**Run 1: placement by cell class**

Scale bar: 20 µm.
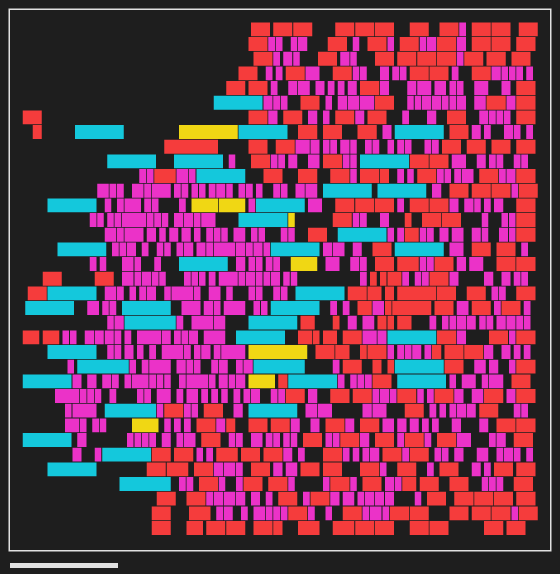
**Run 1: floorplan with the power grid**

Pins as bars on the die edge. Tap cells in grey.
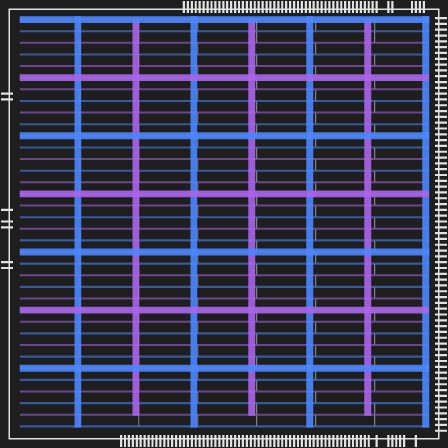
**Run 1: clock network drawn from the DEF**

Scale bar: 20 µm.
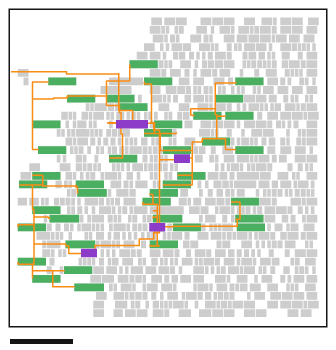
**Run 1: gate-type map**

Scale bar: 20 µm.
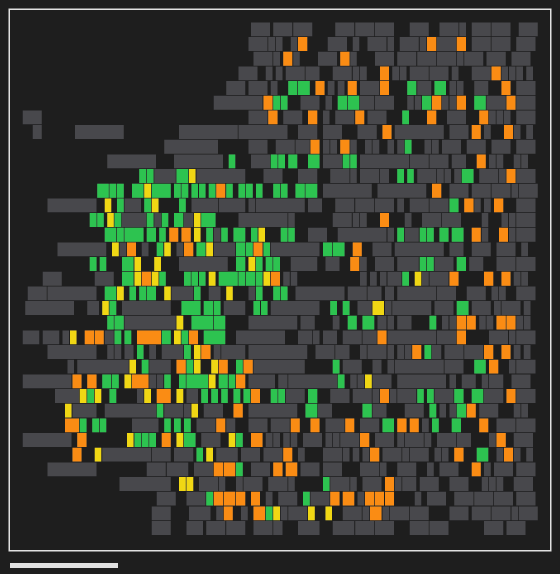
<file path="config.mk">
export PLATFORM = sky130hd
export DESIGN_NAME = mmcm_drp_reconfig
export DESIGN_NICKNAME = d
export VERILOG_FILES = /design/src/rtl/mmcm_drp_pkg.sv /design/src/rtl/mmcm_drp_reconfig_sync_2ff.sv /design/src/rtl/mmcm_drp_reconfig.sv
export SDC_FILE = /design/constraint.sdc
export NUM_CORES = 1
export LEC_CHECK = 0
export ABC_AREA = 1
export CAP_MARGIN = 40
export CORE_MARGIN = 2
export CORE_UTILIZATION = 39
export CTS_CLUSTER_SIZE = 28
export DETAILED_ROUTE_END_ITERATION = 10
export GPL_TIMING_DRIVEN = 0
export PLACE_DENSITY = 0.91
export SLEW_MARGIN = 5
export SYNTH_ARGS = -nofsm -noshare
export SYNTH_HDL_FRONTEND = slang
export SYNTH_SLANG_ARGS = --single-unit
</file>
<file path="constraint.sdc">
create_clock -name clk -period 2.22 [get_ports clk]
set_clock_uncertainty 0.2 [all_clocks]
set_input_delay 0.222 -clock clk [delete_from_list [all_inputs] [get_ports clk]]
set_output_delay 0.222 -clock clk [all_outputs]
set_load 0.02 [all_outputs]
</file>
<file path="src/rtl/mmcm_drp_pkg.sv">
// Shared definitions for the MMCM DRP reconfiguration sequencer.
//   - FSM state encodings (plain 4-bit constants)
//   - configuration-table entry layout: {addr[6:0], mask[15:0], data[15:0]}
//   - well-known MMCM DRP register addresses
//   - read-modify-write merge helper
package mmcm_drp_pkg;

    localparam int ADDR_W   = 7;
    localparam int DATA_W   = 16;
    localparam int ENTRY_W  = 39;
    localparam int DATA_LSB = 0;
    localparam int MASK_LSB = 16;
    localparam int ADDR_LSB = 32;

    typedef logic [3:0] state_t;

    localparam state_t ST_IDLE      = 4'd0;
    localparam state_t ST_HOLD      = 4'd1;
    localparam state_t ST_RD_REQ    = 4'd2;
    localparam state_t ST_RD_WAIT   = 4'd3;
    localparam state_t ST_WR_REQ    = 4'd4;
    localparam state_t ST_WR_WAIT   = 4'd5;
    localparam state_t ST_RELEASE   = 4'd6;
    localparam state_t ST_LOCK_WAIT = 4'd7;
    localparam state_t ST_DONE      = 4'd8;
    localparam state_t ST_FAIL      = 4'd9;

    typedef struct packed {
        logic [ADDR_W-1:0] addr;
        logic [DATA_W-1:0] mask;
        logic [DATA_W-1:0] data;
    } drp_entry_t;

    // Common MMCM DRP register addresses used when building cfg_table.
    localparam logic [ADDR_W-1:0] DRP_CLKOUT0_REG1 = 7'h08;
    localparam logic [ADDR_W-1:0] DRP_CLKOUT0_REG2 = 7'h09;
    localparam logic [ADDR_W-1:0] DRP_CLKOUT1_REG1 = 7'h0A;
    localparam logic [ADDR_W-1:0] DRP_CLKOUT1_REG2 = 7'h0B;
    localparam logic [ADDR_W-1:0] DRP_CLKFB_REG1   = 7'h14;
    localparam logic [ADDR_W-1:0] DRP_CLKFB_REG2   = 7'h15;
    localparam logic [ADDR_W-1:0] DRP_DIVCLK_REG   = 7'h16;
    localparam logic [ADDR_W-1:0] DRP_LOCK_REG1    = 7'h18;
    localparam logic [ADDR_W-1:0] DRP_LOCK_REG2    = 7'h19;
    localparam logic [ADDR_W-1:0] DRP_LOCK_REG3    = 7'h1A;
    localparam logic [ADDR_W-1:0] DRP_POWER_REG    = 7'h28;
    localparam logic [ADDR_W-1:0] DRP_FILT_REG1    = 7'h4E;
    localparam logic [ADDR_W-1:0] DRP_FILT_REG2    = 7'h4F;

    // Mask bit 1 keeps the bit read back from the MMCM; mask bit 0 takes
    // the bit from the table data.
    function automatic logic [DATA_W-1:0] drp_merge(
        input logic [DATA_W-1:0] old_val,
        input logic [DATA_W-1:0] mask,
        input logic [DATA_W-1:0] data
    );
        return (old_val & mask) | (data & ~mask);
    endfunction

endpackage

</file>
<file path="src/rtl/mmcm_drp_reconfig_sync_2ff.sv">
// Two-flop synchroniser, used for the MMCM LOCKED signal.
//   clk   : destination clock
//   rst_n : async active-low reset, output resets to 0
//   d     : asynchronous input
//   q     : synchronised output, 2 cycles of latency
module sync_2ff (
    input  logic clk,
    input  logic rst_n,
    input  logic d,
    output logic q
);

    logic meta_reg;
    logic sync_reg;

    always_ff @(posedge clk or negedge rst_n) begin
        if (!rst_n) begin
            meta_reg <= 1'b0;
            sync_reg <= 1'b0;
        end else begin
            meta_reg <= d;
            sync_reg <= meta_reg;
        end
    end

    assign q = sync_reg;

endmodule

</file>
<file path="src/rtl/mmcm_drp_reconfig.sv">
// MMCM DRP reconfiguration sequencer.
// On start: holds MMCM RST, read-modify-writes NUM_REGS DRP registers from
// cfg_table, releases RST and waits for LOCKED; reports done or error.
//   clk          : DRP clock (also MMCM DCLK)
//   rst_n        : async active-low reset
//   start        : single-cycle request, accepted only when idle
//   cfg_table    : entry k at [39k+38:39k] = {addr, mask, data}
//   drp_*        : MMCM DRP port (DADDR/DEN/DWE/DI/DO/DRDY)
//   mmcm_rst     : MMCM RST, active high
//   mmcm_locked  : MMCM LOCKED, asynchronous
//   busy/done/error : status (done is a pulse, error is sticky)
module mmcm_drp_reconfig
    import mmcm_drp_pkg::*;
#(
    parameter int NUM_REGS     = 4,
    parameter int DRDY_TIMEOUT = 64,
    parameter int LOCK_TIMEOUT = 1024,
    parameter int RST_HOLD     = 4
) (
    input  logic                        clk,
    input  logic                        rst_n,
    input  logic                        start,
    input  logic [NUM_REGS*ENTRY_W-1:0] cfg_table,
    output logic [ADDR_W-1:0]           drp_addr,
    output logic                        drp_en,
    output logic                        drp_we,
    output logic [DATA_W-1:0]           drp_di,
    input  logic [DATA_W-1:0]           drp_do,
    input  logic                        drp_rdy,
    output logic                        mmcm_rst,
    input  logic                        mmcm_locked,
    output logic                        busy,
    output logic                        done,
    output logic                        error
);

    localparam int IDX_W   = (NUM_REGS > 1) ? $clog2(NUM_REGS) : 1;
    localparam int TMR_MAX = (DRDY_TIMEOUT > LOCK_TIMEOUT) ? DRDY_TIMEOUT : LOCK_TIMEOUT;
    localparam int TMR_W   = $clog2(TMR_MAX + 1);
    localparam int HOLD_W  = $clog2(RST_HOLD + 1);

    state_t             state_reg;
    logic [IDX_W-1:0]   idx_reg;
    logic [HOLD_W-1:0]  hold_reg;
    logic [TMR_W-1:0]   timer_reg;
    logic [DATA_W-1:0]  di_reg;
    logic               mmcm_rst_reg;
    logic               error_reg;
    logic               lock_s;

    drp_entry_t         entry_arr [NUM_REGS];
    drp_entry_t         cur_entry;

    generate
        for (genvar gi = 0; gi < NUM_REGS; gi++) begin : g_entry
            assign entry_arr[gi] = drp_entry_t'(cfg_table[gi*ENTRY_W +: ENTRY_W]);
        end
    endgenerate

    assign cur_entry = entry_arr[idx_reg];

    sync_2ff u_lock_sync (
        .clk   (clk),
        .rst_n (rst_n),
        .d     (mmcm_locked),
        .q     (lock_s)
    );

    always_ff @(posedge clk or negedge rst_n) begin
        if (!rst_n) begin
            state_reg    <= ST_IDLE;
            idx_reg      <= '0;
            hold_reg     <= '0;
            timer_reg    <= '0;
            di_reg       <= '0;
            mmcm_rst_reg <= 1'b1;
            error_reg    <= 1'b0;
        end else begin
            case (state_reg)
                ST_IDLE: begin
                    if (start) begin
                        state_reg    <= ST_HOLD;
                        error_reg    <= 1'b0;
                        idx_reg      <= '0;
                        mmcm_rst_reg <= 1'b1;
                        hold_reg     <= HOLD_W'(RST_HOLD - 1);
                    end
                end
                ST_HOLD: begin
                    if (hold_reg == '0) begin
                        state_reg <= ST_RD_REQ;
                    end else begin
                        hold_reg <= hold_reg - 1'b1;
                    end
                end
                ST_RD_REQ: begin
                    timer_reg <= '0;
                    state_reg <= ST_RD_WAIT;
                end
                ST_RD_WAIT: begin
                    if (drp_rdy) begin
                        di_reg    <= drp_merge(drp_do, cur_entry.mask, cur_entry.data);
                        state_reg <= ST_WR_REQ;
                    end else if (timer_reg == TMR_W'(DRDY_TIMEOUT - 1)) begin
                        state_reg <= ST_FAIL;
                    end else begin
                        timer_reg <= timer_reg + 1'b1;
                    end
                end
                ST_WR_REQ: begin
                    timer_reg <= '0;
                    state_reg <= ST_WR_WAIT;
                end
                ST_WR_WAIT: begin
                    if (drp_rdy) begin
                        if (idx_reg == IDX_W'(NUM_REGS - 1)) begin
                            state_reg <= ST_RELEASE;
                        end else begin
                            idx_reg   <= idx_reg + 1'b1;
                            state_reg <= ST_RD_REQ;
                        end
                    end else if (timer_reg == TMR_W'(DRDY_TIMEOUT - 1)) begin
                        state_reg <= ST_FAIL;
                    end else begin
                        timer_reg <= timer_reg + 1'b1;
                    end
                end
                ST_RELEASE: begin
                    mmcm_rst_reg <= 1'b0;
                    timer_reg    <= '0;
                    state_reg    <= ST_LOCK_WAIT;
                end
                ST_LOCK_WAIT: begin
                    if (lock_s) begin
                        state_reg <= ST_DONE;
                    end else if (timer_reg == TMR_W'(LOCK_TIMEOUT - 1)) begin
                        state_reg <= ST_FAIL;
                    end else begin
                        timer_reg <= timer_reg + 1'b1;
                    end
                end
                ST_DONE: begin
                    state_reg <= ST_IDLE;
                end
                ST_FAIL: begin
                    error_reg    <= 1'b1;
                    mmcm_rst_reg <= 1'b1;
                    state_reg    <= ST_IDLE;
                end
                default: begin
                    state_reg <= ST_IDLE;
                end
            endcase
        end
    end

    // Strobes decode straight from the state register so an async reset
    // clears them immediately; the address is only driven during a strobe.
    assign drp_en   = (state_reg == ST_RD_REQ) || (state_reg == ST_WR_REQ);
    assign drp_we   = (state_reg == ST_WR_REQ);
    assign drp_addr = drp_en ? cur_entry.addr : '0;
    assign drp_di   = di_reg;
    assign mmcm_rst = mmcm_rst_reg;
    assign busy     = (state_reg != ST_IDLE) && (state_reg != ST_DONE) && (state_reg != ST_FAIL);
    assign done     = (state_reg == ST_DONE);
    assign error    = error_reg;

endmodule

</file>
==> flow_results.xml, run 1 <==
<?xml version="1.0" encoding="UTF-8"?>
<metrics>
  <group name="synthesis">
    <metric name="synthDistinctLibCells" unit="">31</metric>
    <metric name="synthFlopType" unit="">sky130_fd_sc_hd__dfrtp_1</metric>
    <metric name="xor_xnor_share" unit="%">0.243</metric>
    <metric name="netlist.top_cell.by_area" unit="">sky130_fd_sc_hd__dfrtp_1</metric>
    <metric name="mux_area_share" unit="%">0</metric>
  </group>
  <group name="worst_setup_path">
    <metric name="setup.reg_to_reg.worst_slack" unit="ns">0.20</metric>
    <metric name="cp.required" unit="ns">1.80</metric>
    <metric name="critical_path.slowest_cell" unit="">sky130_fd_sc_hd__dfrtp_1</metric>
    <metric name="cp_num_buf_inv" unit="">5</metric>
  </group>
  <group name="floorplan">
    <metric name="chipWidth" unit="µm">100</metric>
    <metric name="core.rowCount" unit="">35</metric>
    <metric name="die_h" unit="µm">100</metric>
  </group>
  <group name="route">
    <metric name="detail_route.vias_per_cell" unit="">5.15</metric>
    <metric name="highest_layer" unit="">met4</metric>
    <metric name="postRouteAntennaNets" unit="">0</metric>
    <metric name="routed-wl-met3" unit="µm">1280</metric>
    <metric name="first_pass_iters" unit="">4</metric>
  </group>
  <group name="clocking">
    <metric name="ctsResizeCount" unit="">32</metric>
    <metric name="clock-sinks" unit="">40</metric>
    <metric name="cts_stage_hold_buffer_count" unit="">1</metric>
    <metric name="clockRootBuffer" unit="">sky130_fd_sc_hd__clkbuf_8</metric>
  </group>
  <group name="timing">
    <metric name="grt_setup_unrepaired" unit="">yes</metric>
    <metric name="finalMaxSlewViolations" unit="">0</metric>
    <metric name="timing.slew.headroom" unit="%">56.7</metric>
    <metric name="hold_viol" unit="">0</metric>
    <metric name="timing.final.setup_violations" unit="">0</metric>
    <metric name="whs" unit="ns">0.157</metric>
  </group>
  <group name="placement">
    <metric name="io_buffer_count" unit="">205</metric>
  </group>
  <group name="status">
    <metric name="outcome" unit="">finished clean</metric>
  </group>
  <group name="finish">
    <metric name="nNetsFinal" unit="">999</metric>
  </group>
  <group name="flow_run">
    <metric name="warning_count" unit="">28</metric>
    <metric name="max_capacitance_violation_count" unit="">0</metric>
  </group>
  <group name="min_path">
    <metric name="min_delay_path_depth" unit="">0</metric>
    <metric name="launch_point_of_the_worst_hold_path" unit="">u_lock_sync.meta_reg</metric>
  </group>
  <group name="power_and_ir_drop">
    <metric name="pwr-share-clk" unit="%">14.6</metric>
  </group>
</metrics>
About 'placement by cell class':
[combinational and other logic] magenta | cells: 535 | share of their area: 42%
[other buffers and delay cells] red | cells: 236 | share of their area: 39%
[clock drivers and dummy loads] yellow | cells: 8 | share of their area: 2.3%
[flops] cyan | cells: 40 | share of their area: 17%

About 'floorplan with the power grid':
[VSS] blue
[VDD] purple
met5 straps: 7
tap cells: 111

About 'clock network drawn from the DEF':
[clock wires] orange | length: 568 µm
[flip-flops] green | count: 40
[clock drivers] purple | count: 5
routed clock nets: 6

About 'gate-type map':
[NAND gates] green | cells: 182
[inverters] yellow | cells: 50
[inverting AOI/OAI gates] orange | cells: 110 | where: spread over the die

## run 1: worst max path at each step
stage | start | to | slack (ns) | cells past startpoint
2_1_floorplan | state_reg[1] | busy | 0.42 | 4
3_3_place_gp | rst_n | drp_di[2] | -0.30 | 1
3_5_place_dp | idx_reg[0] | drp_addr[5] | -0.31 | 9
4_1_cts | idx_reg[0] | drp_addr[5] | 0.004 | 8
5_1_grt | idx_reg[0] | drp_addr[6] | -0.02 | 7
6_report | idx_reg[0] | drp_addr[6] | 0.08 | 8
## run 1: area by class of cell
cell class,instances,share of cell area (%)
repair buffers,212,35.1
flip-flops and latches,40,16.7
clock inverters,2,0.996
inverters,50,3.15
well taps,111,2.30
plain buffers,24,2.72
multi-input cells,485,37.9
clock buffers,6,1.20
## run 1: placed cells by master (no fill, tap or decap), types with 7 or more instances in the layout
cell	instances
sky130_fd_sc_hd__clkdlybuf4s50_1	194
sky130_fd_sc_hd__buf_2	7
sky130_fd_sc_hd__a21o_1	16
sky130_fd_sc_hd__nand4_1	22
sky130_fd_sc_hd__buf_4	9
sky130_fd_sc_hd__inv_2	7
sky130_fd_sc_hd__a21oi_1	9
sky130_fd_sc_hd__o21ai_0	87
sky130_fd_sc_hd__nor2_1	161
sky130_fd_sc_hd__o22ai_1	7
sky130_fd_sc_hd__inv_1	42
sky130_fd_sc_hd__dfrtp_1	35
sky130_fd_sc_hd__nand3_1	28
sky130_fd_sc_hd__nand2_1	120
sky130_fd_sc_hd__clkbuf_1	8
## run 1: power groups by stage
stage / registers (µW) / logic, µW / clock network, µW
after floorplan: 1300 / 1580 / 0
after global placement: 1150 / 2920 / 0
after detailed placement: 1160 / 2970 / 0
after CTS: 1150 / 2960 / 727
after global routing: 1180 / 3340 / 751
final: 1150 / 3050 / 717
--- run 2 (diff from run 1) ---
HOLD_SLACK_MARGIN = 0.05   (was not set)
==> run 2 against run 1 <==
Register-to-register slack about the same. Cell count unchanged. Non-clock buffer count unchanged. Utilization unchanged. Routed wire length unchanged. Maximum frequency unchanged. Largest power group unchanged. Combinational power about the same. Setup slack unchanged. Sequential cell count unchanged. Highest routed layer unchanged. Via count unchanged. Die area unchanged.
==> flow_results.xml, run 2 <==
<?xml version="1.0" encoding="UTF-8"?>
<metrics>
  <group name="status">
    <metric name="outcome" unit="">finished clean</metric>
  </group>
  <group name="route">
    <metric name="first_pass_iters" unit="">4</metric>
    <metric name="routed_wl" unit="µm">14600</metric>
    <metric name="postRouteAntennaNets" unit="">0</metric>
    <metric name="highest_layer" unit="">met4</metric>
    <metric name="routed-wl-met3" unit="µm">1280</metric>
    <metric name="first_iter_violations" unit="">254</metric>
    <metric name="drc" unit="">0</metric>
  </group>
  <group name="worst_setup_path">
    <metric name="cp-end-kind" unit="">output port</metric>
    <metric name="max_stage_delay" unit="ns">0.39</metric>
    <metric name="cp_num_buf_inv" unit="">5</metric>
    <metric name="cp.required" unit="ns">1.80</metric>
    <metric name="critical_path_arrival" unit="ns">1.72</metric>
    <metric name="setup.reg_to_reg.worst_slack" unit="ns">0.20</metric>
    <metric name="critical_path.slowest_cell" unit="">sky130_fd_sc_hd__dfrtp_1</metric>
  </group>
  <group name="timing">
    <metric name="finalMaxSlewViolations" unit="">0</metric>
    <metric name="timing.final.setup_violations" unit="">0</metric>
    <metric name="grt_setup_unrepaired" unit="">yes</metric>
    <metric name="timing.slew.headroom" unit="%">56.7</metric>
    <metric name="clock.fmax" unit="GHz">0.467</metric>
    <metric name="hold_viol" unit="">0</metric>
  </group>
  <group name="finish">
    <metric name="most-common-layout-cells" unit="">sky130_fd_sc_hd__clkdlybuf4s50_1 (194), sky130_fd_sc_hd__nor2_1 (161), sky130_fd_sc_hd__nand2_1 (120)</metric>
    <metric name="nNetsFinal" unit="">999</metric>
  </group>
  <group name="min_path">
    <metric name="launch_point_of_the_worst_hold_path" unit="">u_lock_sync.meta_reg</metric>
    <metric name="min_delay_path_depth" unit="">0</metric>
  </group>
  <group name="floorplan">
    <metric name="core.rowCount" unit="">35</metric>
    <metric name="die_h" unit="µm">100</metric>
    <metric name="chipWidth" unit="µm">100</metric>
  </group>
  <group name="grt">
    <metric name="antenna_found_initial" unit="">0</metric>
    <metric name="grt_pass1_wl" unit="µm">21800</metric>
    <metric name="grt_usage" unit="%">27.5</metric>
    <metric name="grt_start_max_net_pins" unit="">25</metric>
  </group>
  <group name="synthesis">
    <metric name="synthDistinctLibCells" unit="">31</metric>
    <metric name="post_synth_and_or_nand_nor_area_fraction" unit="%">42.2</metric>
    <metric name="count_of_state_elements_after_synthesis" unit="">40</metric>
    <metric name="synthFlopType" unit="">sky130_fd_sc_hd__dfrtp_1</metric>
    <metric name="netlist.top_cell.by_area" unit="">sky130_fd_sc_hd__dfrtp_1</metric>
    <metric name="xor_xnor_share" unit="%">0.243</metric>
    <metric name="adder_share" unit="%">1.39</metric>
    <metric name="synth-async-reset-ratio" unit="%">100</metric>
  </group>
  <group name="flow_run">
    <metric name="warning_count" unit="">28</metric>
    <metric name="max_capacitance_violation_count" unit="">0</metric>
  </group>
  <group name="placement">
    <metric name="dp_hpwl" unit="µm">11600</metric>
    <metric name="io_buffer_count" unit="">205</metric>
  </group>
  <group name="clocking">
    <metric name="clock-sinks" unit="">40</metric>
    <metric name="clockRootBuffer" unit="">sky130_fd_sc_hd__clkbuf_8</metric>
    <metric name="cts_buf_count" unit="">5</metric>
  </group>
  <group name="power_and_ir_drop">
    <metric name="power.density" unit="nW/µm²">816</metric>
  </group>
</metrics>
-- run 2: stage by stage --
stage / hold WS, ns / total power [µW]
global placement: 0.135 / 4060
global route: 0.148 / 5270
finish: 0.157 / 4920
CTS: 0.153 / 4840
floorplan: -0.274 / 2880
detailed placement: -0.00448 / 4130
-- run 2: how the worst max path moves through the flow --
stage,start,to,slack (ns),cells after the start
finish,idx_reg[0],drp_addr[6],0.08,8
global route,idx_reg[0],drp_addr[6],-0.02,7
CTS,idx_reg[0],drp_addr[5],0.004,8
detailed placement,idx_reg[0],drp_addr[5],-0.31,9
global placement,rst_n,drp_di[2],-0.30,1
floorplan,state_reg[1],busy,0.42,4
-- run 2: cell type report --
| type | instances | area [µm²] |
|---|---|---|
| Tap cell | 111 | 139 |
| Multi-Input combinational cell | 485 | 2280 |
| Fill cell | 800 | 3080 |
| Buffer | 24 | 164 |
| Sequential cell | 40 | 1010 |
| Clock buffer | 6 | 72.6 |
| Inverter | 50 | 190 |
| Timing Repair Buffer | 212 | 2110 |
| Clock inverter | 2 | 60.1 |
-- run 2: report_power, final --
part | internal, µW | leakage (µW) | switching, µW
clock | 450 | 0.0000654 | 267
combinational | 1290 | 0.00219 | 1760
sequential | 968 | 0.000506 | 185
-- run 2: per-layer routing --
| metal | GRT usage, % | vias up |
|---|---|---|
| met2 | 48.4 | 189 |
| met5 | 0 | - |
| met1 | 31.4 | 2164 |
| met4 | 11.3 | 0 |
| met3 | 7.45 | 41 |
| li1 | - | 2394 |
-- run 2: repair_timing --
action                                  CTS  global route
hold buffers                              1             0
gates resized                            32            18
setup buffers                             0             5
endpoints found under the setup margin   10            16
gates cloned                              0             0
endpoints found under the hold margin    40             0
pin swaps                                 0             2
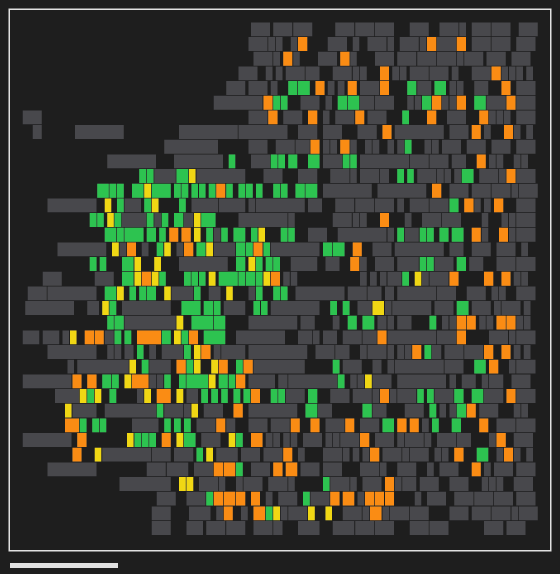
**Above:** run 2 (gate-type map).
Scale bar: 20 µm.
[NAND gates] green | cells: 182
[inverting AOI/OAI gates] orange | cells: 110 | where: spread over the die
[inverters] yellow | cells: 50
Top cell excl fill/tap: sky130_fd_sc_hd__clkdlybuf4s50_1
Comb/total area: 37.9%
number of standard cells in the final layout excluding fillers: 930

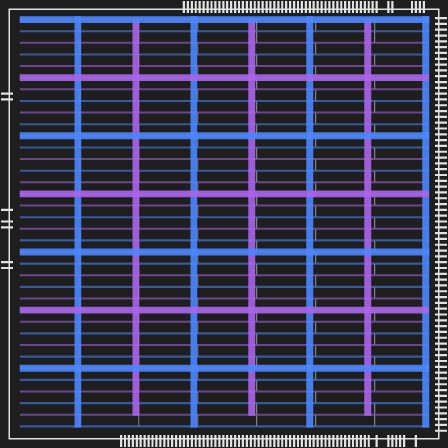
**Above:** run 2 (floorplan with the power grid).
Pins as bars on the die edge. Tap cells in grey.
[VDD] purple
[VSS] blue
tap cells: 111
rows: 35
met5 straps: 7
signal pins: 206
met4 straps: 7

No activity file was given, so power comes from the tool's default toggle rates.
